run_1/layer_met1.png
Scale bar: 20 µm. Cells faint in the background.
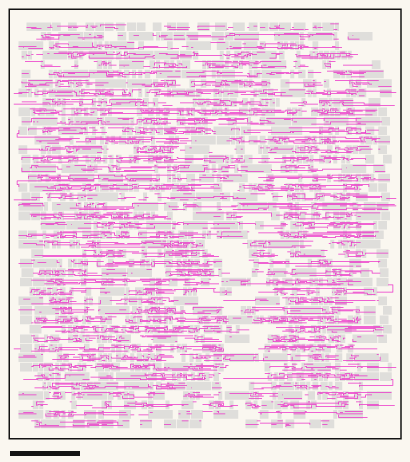
run_1/layer_met2.png
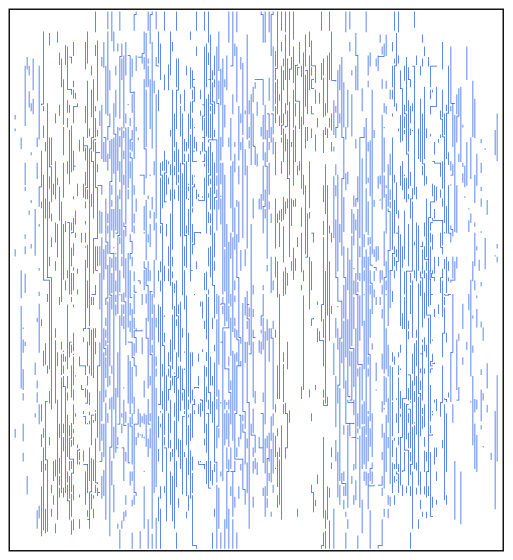
run_1/layer_met3.png
Scale bar: 20 µm.
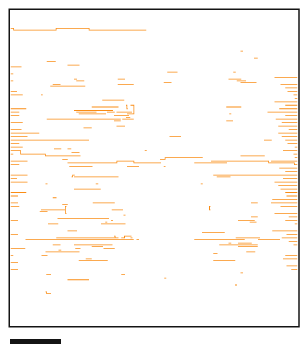
**config.mk**
```make
export PLATFORM = sky130hd
export DESIGN_NAME = load_align_unit
export DESIGN_NICKNAME = d
export VERILOG_FILES = /design/src/rtl/load_align_unit.sv
export SDC_FILE = /design/constraint.sdc
export NUM_CORES = 1
export LEC_CHECK = 0
export ABC_AREA = 1
export CORE_ASPECT_RATIO = 1.1
export CORE_MARGIN = 2
export CORE_UTILIZATION = 52
export CTS_BUF_LIST = sky130_fd_sc_hd__clkbuf_8 sky130_fd_sc_hd__clkbuf_16
export DETAILED_ROUTE_END_ITERATION = 8
export PLACE_DENSITY = 0.79
export SLEW_MARGIN = 0
export SYNTH_ARGS = -nofsm -noshare
export SYNTH_HDL_FRONTEND = slang
export SYNTH_SLANG_ARGS = --single-unit
```
**constraint.sdc**
```tcl
create_clock -name clk -period 2.8 [get_ports clk]
set_input_delay 0.42 -clock clk [delete_from_list [all_inputs] [get_ports clk]]
set_output_delay 0.42 -clock clk [all_outputs]
set_load 0.1 [all_outputs]
```
**src/rtl/load_align_unit.sv**
```systemverilog
// Load data aligner: issues one or two word-aligned reads per load request, then
// shifts, masks and sign/zero-extends the bytes into an XLEN result.
module load_align_unit #(
    parameter int XLEN           = 32,
    parameter int ADDR_W         = 32,
    parameter int ALLOW_MISALIGN = 1
) (
    input  logic              clk,
    input  logic              rst_n,
    input  logic              req_valid,
    output logic              req_ready,
    input  logic [ADDR_W-1:0] req_addr,
    input  logic [2:0]        req_func3,
    output logic              mem_req_valid,
    input  logic              mem_req_ready,
    output logic [ADDR_W-1:0] mem_req_addr,
    input  logic              mem_resp_valid,
    input  logic [XLEN-1:0]   mem_resp_data,
    output logic              resp_valid,
    input  logic              resp_ready,
    output logic [XLEN-1:0]   resp_data,
    output logic              resp_fault
);
    localparam int BYTES = XLEN / 8;
    localparam int OFFW  = $clog2(BYTES);

    typedef enum logic [2:0] {IDLE, REQ0, RSP0, REQ1, RSP1, DONE} state_t;

    state_t            state;
    logic [OFFW-1:0]   off_q;
    logic [2:0]        func3_q;
    logic [XLEN-1:0]   beat0;

    // Incoming request decode
    logic       in_illegal;
    logic       in_misalign;
    logic       in_fault;
    logic [3:0] in_mask;

    always_comb begin
        in_mask     = (4'd1 << req_func3[1:0]) - 4'd1;
        in_illegal  = (req_func3 == 3'b111) ||
                      ((XLEN == 32) && ((req_func3 == 3'b011) || (req_func3 == 3'b110)));
        in_misalign = (req_addr[2:0] & in_mask[2:0]) != 3'd0;
        in_fault    = in_illegal || (in_misalign && (ALLOW_MISALIGN == 0));
    end

    // Split decision from the latched offset and size
    logic [4:0] off_sum;
    logic       split;

    always_comb begin
        off_sum = 5'(off_q) + (5'd1 << func3_q[1:0]);
        split   = off_sum > 5'(BYTES);
    end

    // Extraction: beat1 comes straight off the bus when finishing a split access
    logic [2*XLEN-1:0] pair;
    logic [XLEN-1:0]   raw;
    logic [XLEN-1:0]   mask;
    logic              msb;
    logic [XLEN-1:0]   result;

    always_comb begin
        pair = (state == RSP1) ? {mem_resp_data, beat0} : {{XLEN{1'b0}}, mem_resp_data};
        raw  = XLEN'(pair >> {off_q, 3'b000});
        case (func3_q[1:0])
            2'd0: begin mask = XLEN'(8'hFF);         msb = raw[7];      end
            2'd1: begin mask = XLEN'(16'hFFFF);      msb = raw[15];     end
            2'd2: begin mask = XLEN'(32'hFFFF_FFFF); msb = raw[31];     end
            default: begin mask = '1;                msb = raw[XLEN-1]; end
        endcase
        result = (raw & mask) | ((msb && !func3_q[2]) ? ~mask : '0);
    end

    always_ff @(posedge clk) begin
        if (!rst_n) begin
            state         <= IDLE;
            off_q         <= '0;
            func3_q       <= '0;
            beat0         <= '0;
            req_ready     <= 1'b1;
            mem_req_valid <= 1'b0;
            mem_req_addr  <= '0;
            resp_valid    <= 1'b0;
            resp_data     <= '0;
            resp_fault    <= 1'b0;
        end else begin
            case (state)
                IDLE: if (req_valid) begin
                    off_q     <= req_addr[OFFW-1:0];
                    func3_q   <= req_func3;
                    req_ready <= 1'b0;
                    if (in_fault) begin
                        state      <= DONE;
                        resp_valid <= 1'b1;
                        resp_data  <= '0;
                        resp_fault <= 1'b1;
                    end else begin
                        state         <= REQ0;
                        mem_req_valid <= 1'b1;
                        mem_req_addr  <= {req_addr[ADDR_W-1:OFFW], {OFFW{1'b0}}};
                    end
                end
                REQ0: if (mem_req_ready) begin
                    mem_req_valid <= 1'b0;
                    state         <= RSP0;
                end
                RSP0: if (mem_resp_valid) begin
                    beat0 <= mem_resp_data;
                    if (split) begin
                        state         <= REQ1;
                        mem_req_valid <= 1'b1;
                        mem_req_addr  <= mem_req_addr + ADDR_W'(BYTES);
                    end else begin
                        state      <= DONE;
                        resp_valid <= 1'b1;
                        resp_data  <= result;
                        resp_fault <= 1'b0;
                    end
                end
                REQ1: if (mem_req_ready) begin
                    mem_req_valid <= 1'b0;
                    state         <= RSP1;
                end
                RSP1: if (mem_resp_valid) begin
                    state      <= DONE;
                    resp_valid <= 1'b1;
                    resp_data  <= result;
                    resp_fault <= 1'b0;
                end
                DONE: if (resp_ready) begin
                    resp_valid <= 1'b0;
                    req_ready  <= 1'b1;
                    state      <= IDLE;
                end
                default: state <= IDLE;
            endcase
        end
    end
endmodule

```
==> impl_metrics.tcl, run 1 <==
# implementation run metrics
set metrics [dict create \
    outcome "finished, final reports clean" \
    largest_area_cell "dfxtp_1" \
    port_buffers 138 \
    critPathLaunchType "register" \
    r2r_end "resp_data[15]" \
    cp.arrival_ns 2.85 \
    synth-edff-count 0 \
    first_iter_violations 712 \
    min_path_cells 2 \
    fmaxAchievable_mhz 391.6 \
    final_cell_mix "nand2_1 (292), a21oi_1 (115), dfxtp_1 (106), nor2_1 (102), nand3_1 (94)" \
    r2r_cells 12 \
    cts_hold_buf 0 \
    p_leak_nw 3.430 \
    wl_met2_mm 10.05 \
    rows 43 \
    powerDensity_nw_per_um2 1074 \
    fin_hold_ws_ns 0.4562 \
    relSlewSlack_pct 54.47 \
    logic_family "simple AND/OR/NAND/NOR gates" \
    cts_max_level 3 \
    ys_cells 1084 \
    coreArea_um2 12590 \
    drv_cap 0 \
    hpwl_mm 14.87 \
    most_common_cell "nand2_1" \
    grt_max_degree 74 \
    drt_first_pass_iters 7 \
    fin_crit_sh_pct 91.19 \
    final_core_util_pct 65.47 \
    ys_sh_mux_pct 0.1492 \
    criticalPathCategory "reg -> reg" \
    die_width_um 112.3 \
    antenna_cells 0 \
    crit_path_top_delay_cell "dfxtp_1" \
    ys_types 43 \
    min_to "beat0[10]" \
    cts_tree "built" \
    ys_area_um2 6710 \
    use_met3_pct 3.824 \
    gp_routability_congestion 0.9312 \
    fp_util_pct 53.30 \
    slowest_delay_ns 0.44 \
    warnings 26 \
    postCtsSetupRepairBufs 0 \
    clk_latency_ns 0.36 \
    clk_pin_slew_worst_paths_ns 0.08 \
    fin_nets 1266 \
    seqCellArea_um2 2122 \
    hp-class "reg -> reg" \
    wl_met1_mm 8.827 \
    setup-violations-final 0 \
    xor_area_share_pct 0.2610 \
    crit_path_end "resp_data[15]" \
]
Back to the opening pictures, layer_met1.png:
The layer carries 8830 µm of wire. The layer holds 42% of the routed length.
Vias: 7501
met1 usage: 37.85%
Post-Route WL: 20.97 mm

Back to the opening pictures, layer_met2.png:
The layer holds 48% of the routed length. The longest straight run is 42.8 µm. 980 nets have wire on it. The layer carries 10000 µm of wire. The wires run mostly vertical.
met2 Use GR: 52.79%

Back to the opening pictures, layer_met3.png:
The layer carries 1180 µm of wire. 147 nets have wire on it.

==> run 1: stage by stage <==
stage	power [W]	setup slack, ns
after global routing	0.009407	0.03977
after CTS	0.008840	0.09257
after global placement	0.007536	0.2197
after floorplan	0.006442	0.3067
final	0.008851	0.2466
after detailed placement	0.007579	0.1183
==> run 1: area by class of cell <==
cell class                      count  area share [%]
Timing Repair Buffer              158           16.73
Clock inverter                      7          0.7134
Tap cell                          157           2.383
Inverter                          102           4.721
Sequential cell                   106           25.74
Multi-Input combinational cell    812           46.98
Clock buffer                        9           2.732
==> run 1: where the power goes <==
group | internal [W] | switching (W)
registers | 0.00185 | 0.000365
clock network | 0.000622 | 0.000634
logic | 0.00136 | 0.00402
## Run 2: what changed since run 1
PLACE_DENSITY = 0.81   (was 0.79)
run_2/layer_met1.png
Scale bar: 20 µm. Cells faint in the background.
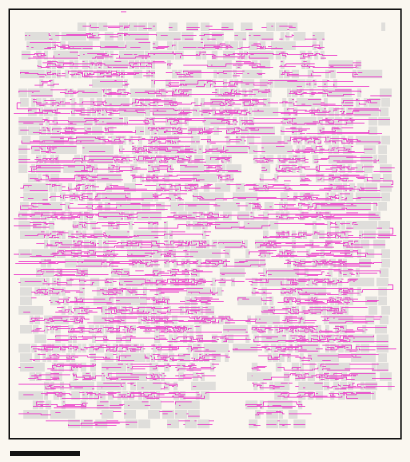
The longest straight run is 33.6 µm. The layer holds 41% of the routed length. The wires run mostly horizontal. The layer carries 8620 µm of wire. 1122 nets have wire on it.

run_2/layer_met2.png
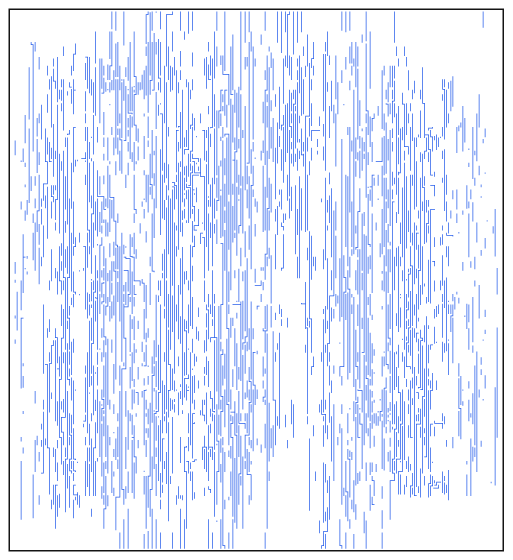
The longest straight run is 50.7 µm. The layer holds 47% of the routed length. 1010 nets have wire on it. The wires run mostly vertical.

==> impl_metrics.tcl, run 2 <==
# implementation run metrics
set metrics [dict create \
    outcome "finished, final reports clean" \
    powerComb_w 0.00538 \
    cp.required_ns 3.04 \
    cts_buffers 9 \
    wl_met3_mm 1.358 \
    slowest_delay_ns 0.44 \
    clk_pin_slew_worst_paths_ns 0.08 \
    first_iter_violations 708 \
    fp_util_pct 53.30 \
    gp_routability_congestion 1.028 \
    route.vias.total 7621 \
    fin_crit_sh_pct 89.38 \
    min_path_cells 2 \
    dp_slack_ns 0.1122 \
    ys_sh_mux_pct 0.1492 \
    seqPwrFrac_pct 24.8 \
    coreArea_um2 12590 \
    final_core_util_pct 65.86 \
    cts_hold_buf 0 \
    ys_types 43 \
    largest_area_cell "dfxtp_1" \
    crit_path_end "mem_req_addr[18]" \
    hp-class "reg -> reg" \
    relSlewSlack_pct 59.76 \
    warnings 26 \
    clockBufferDepth 2 \
    critPathLaunchType "register" \
    ys_cells 1084 \
    pg_clk_w 0.00135 \
    cp.arrival_ns 2.75 \
    final_cell_mix "nand2_1 (292), a21oi_1 (115), dfxtp_1 (106), nor2_1 (102), nand3_1 (94)" \
    setup-violations-final 0 \
    ys_area_um2 6710 \
    postCtsSetupRepairBufs 0 \
    crit_path_top_delay_cell "dfxtp_1" \
    routed_wl_mm 21.12 \
    drv_cap 0 \
    p_switching_w 0.005087 \
    seq_area_frac_synth_pct 31.62 \
    die_width_um 112.3 \
    powerDensity_nw_per_um2 1081 \
    logic_family "simple AND/OR/NAND/NOR gates" \
    port_buffers 138 \
    cp_common_cell "nand2_1" \
    cts_tree "built" \
    min_to "beat0[0]" \
    synth_compound_gate_area_share_pct 22.02 \
    swShare_pct 56.76 \
    hpwl_mm 15.30 \
    grt_max_degree 75 \
    p_leak_nw 3.446 \
    synth-edff-count 0 \
    clk_latency_ns 0.37 \
    wl_met2_mm 9.944 \
    r2r_end "mem_req_addr[18]" \
    power_w 0.008961 \
    rows 43 \
    pwr-share-clk_pct 15.1 \
    r2r_cells 12 \
    most_common_cell "nand2_1" \
    synth_top_flop_cell "dfxtp_1" \
    fp.dieH_um 123.1 \
    synth_warnings 0 \
    instances_no_fill 1351 \
    worst_slack_ns 0.2974 \
    seq_power_w 0.00223 \
    fin_nets 1266 \
    fin_hold_ws_ns 0.4547 \
    r2r-start "func3_q[1]" \
    combinationalPowerShare_pct 60.1 \
    xor_area_share_pct 0.2610 \
    grt_pass1_vias 6982 \
    p_int_w 0.003874 \
    maxPowerGroup "combinational cells" \
    wl_met1_mm 8.617 \
    yosys.area_share.adder_pct 0.8577 \
    fmaxAchievable_mhz 399.6 \
    antenna_cells 0 \
]
## run 2: cell counts after synthesis
Identical to the previous run, type by type.
## run 2: area by class of cell
class | instances | area (µm²) | share of cell area, %
Inverter | 102 | 390.4 | 4.708
Clock buffer | 9 | 225.2 | 2.716
Tap cell | 157 | 196.4 | 2.369
Clock inverter | 7 | 93.84 | 1.132
Sequential cell | 106 | 2122 | 25.59
Timing Repair Buffer | 158 | 1391 | 16.78
Multi-Input combinational cell | 812 | 3872 | 46.70
## run 2: metal layers
metal	GRT usage, %	vias up
li1	-	3797
met1	36.73	3450
met2	51.96	309
met3	5.490	65
met4	18.75	0
met5	0	-
Power is estimated from default activity; no workload was simulated.
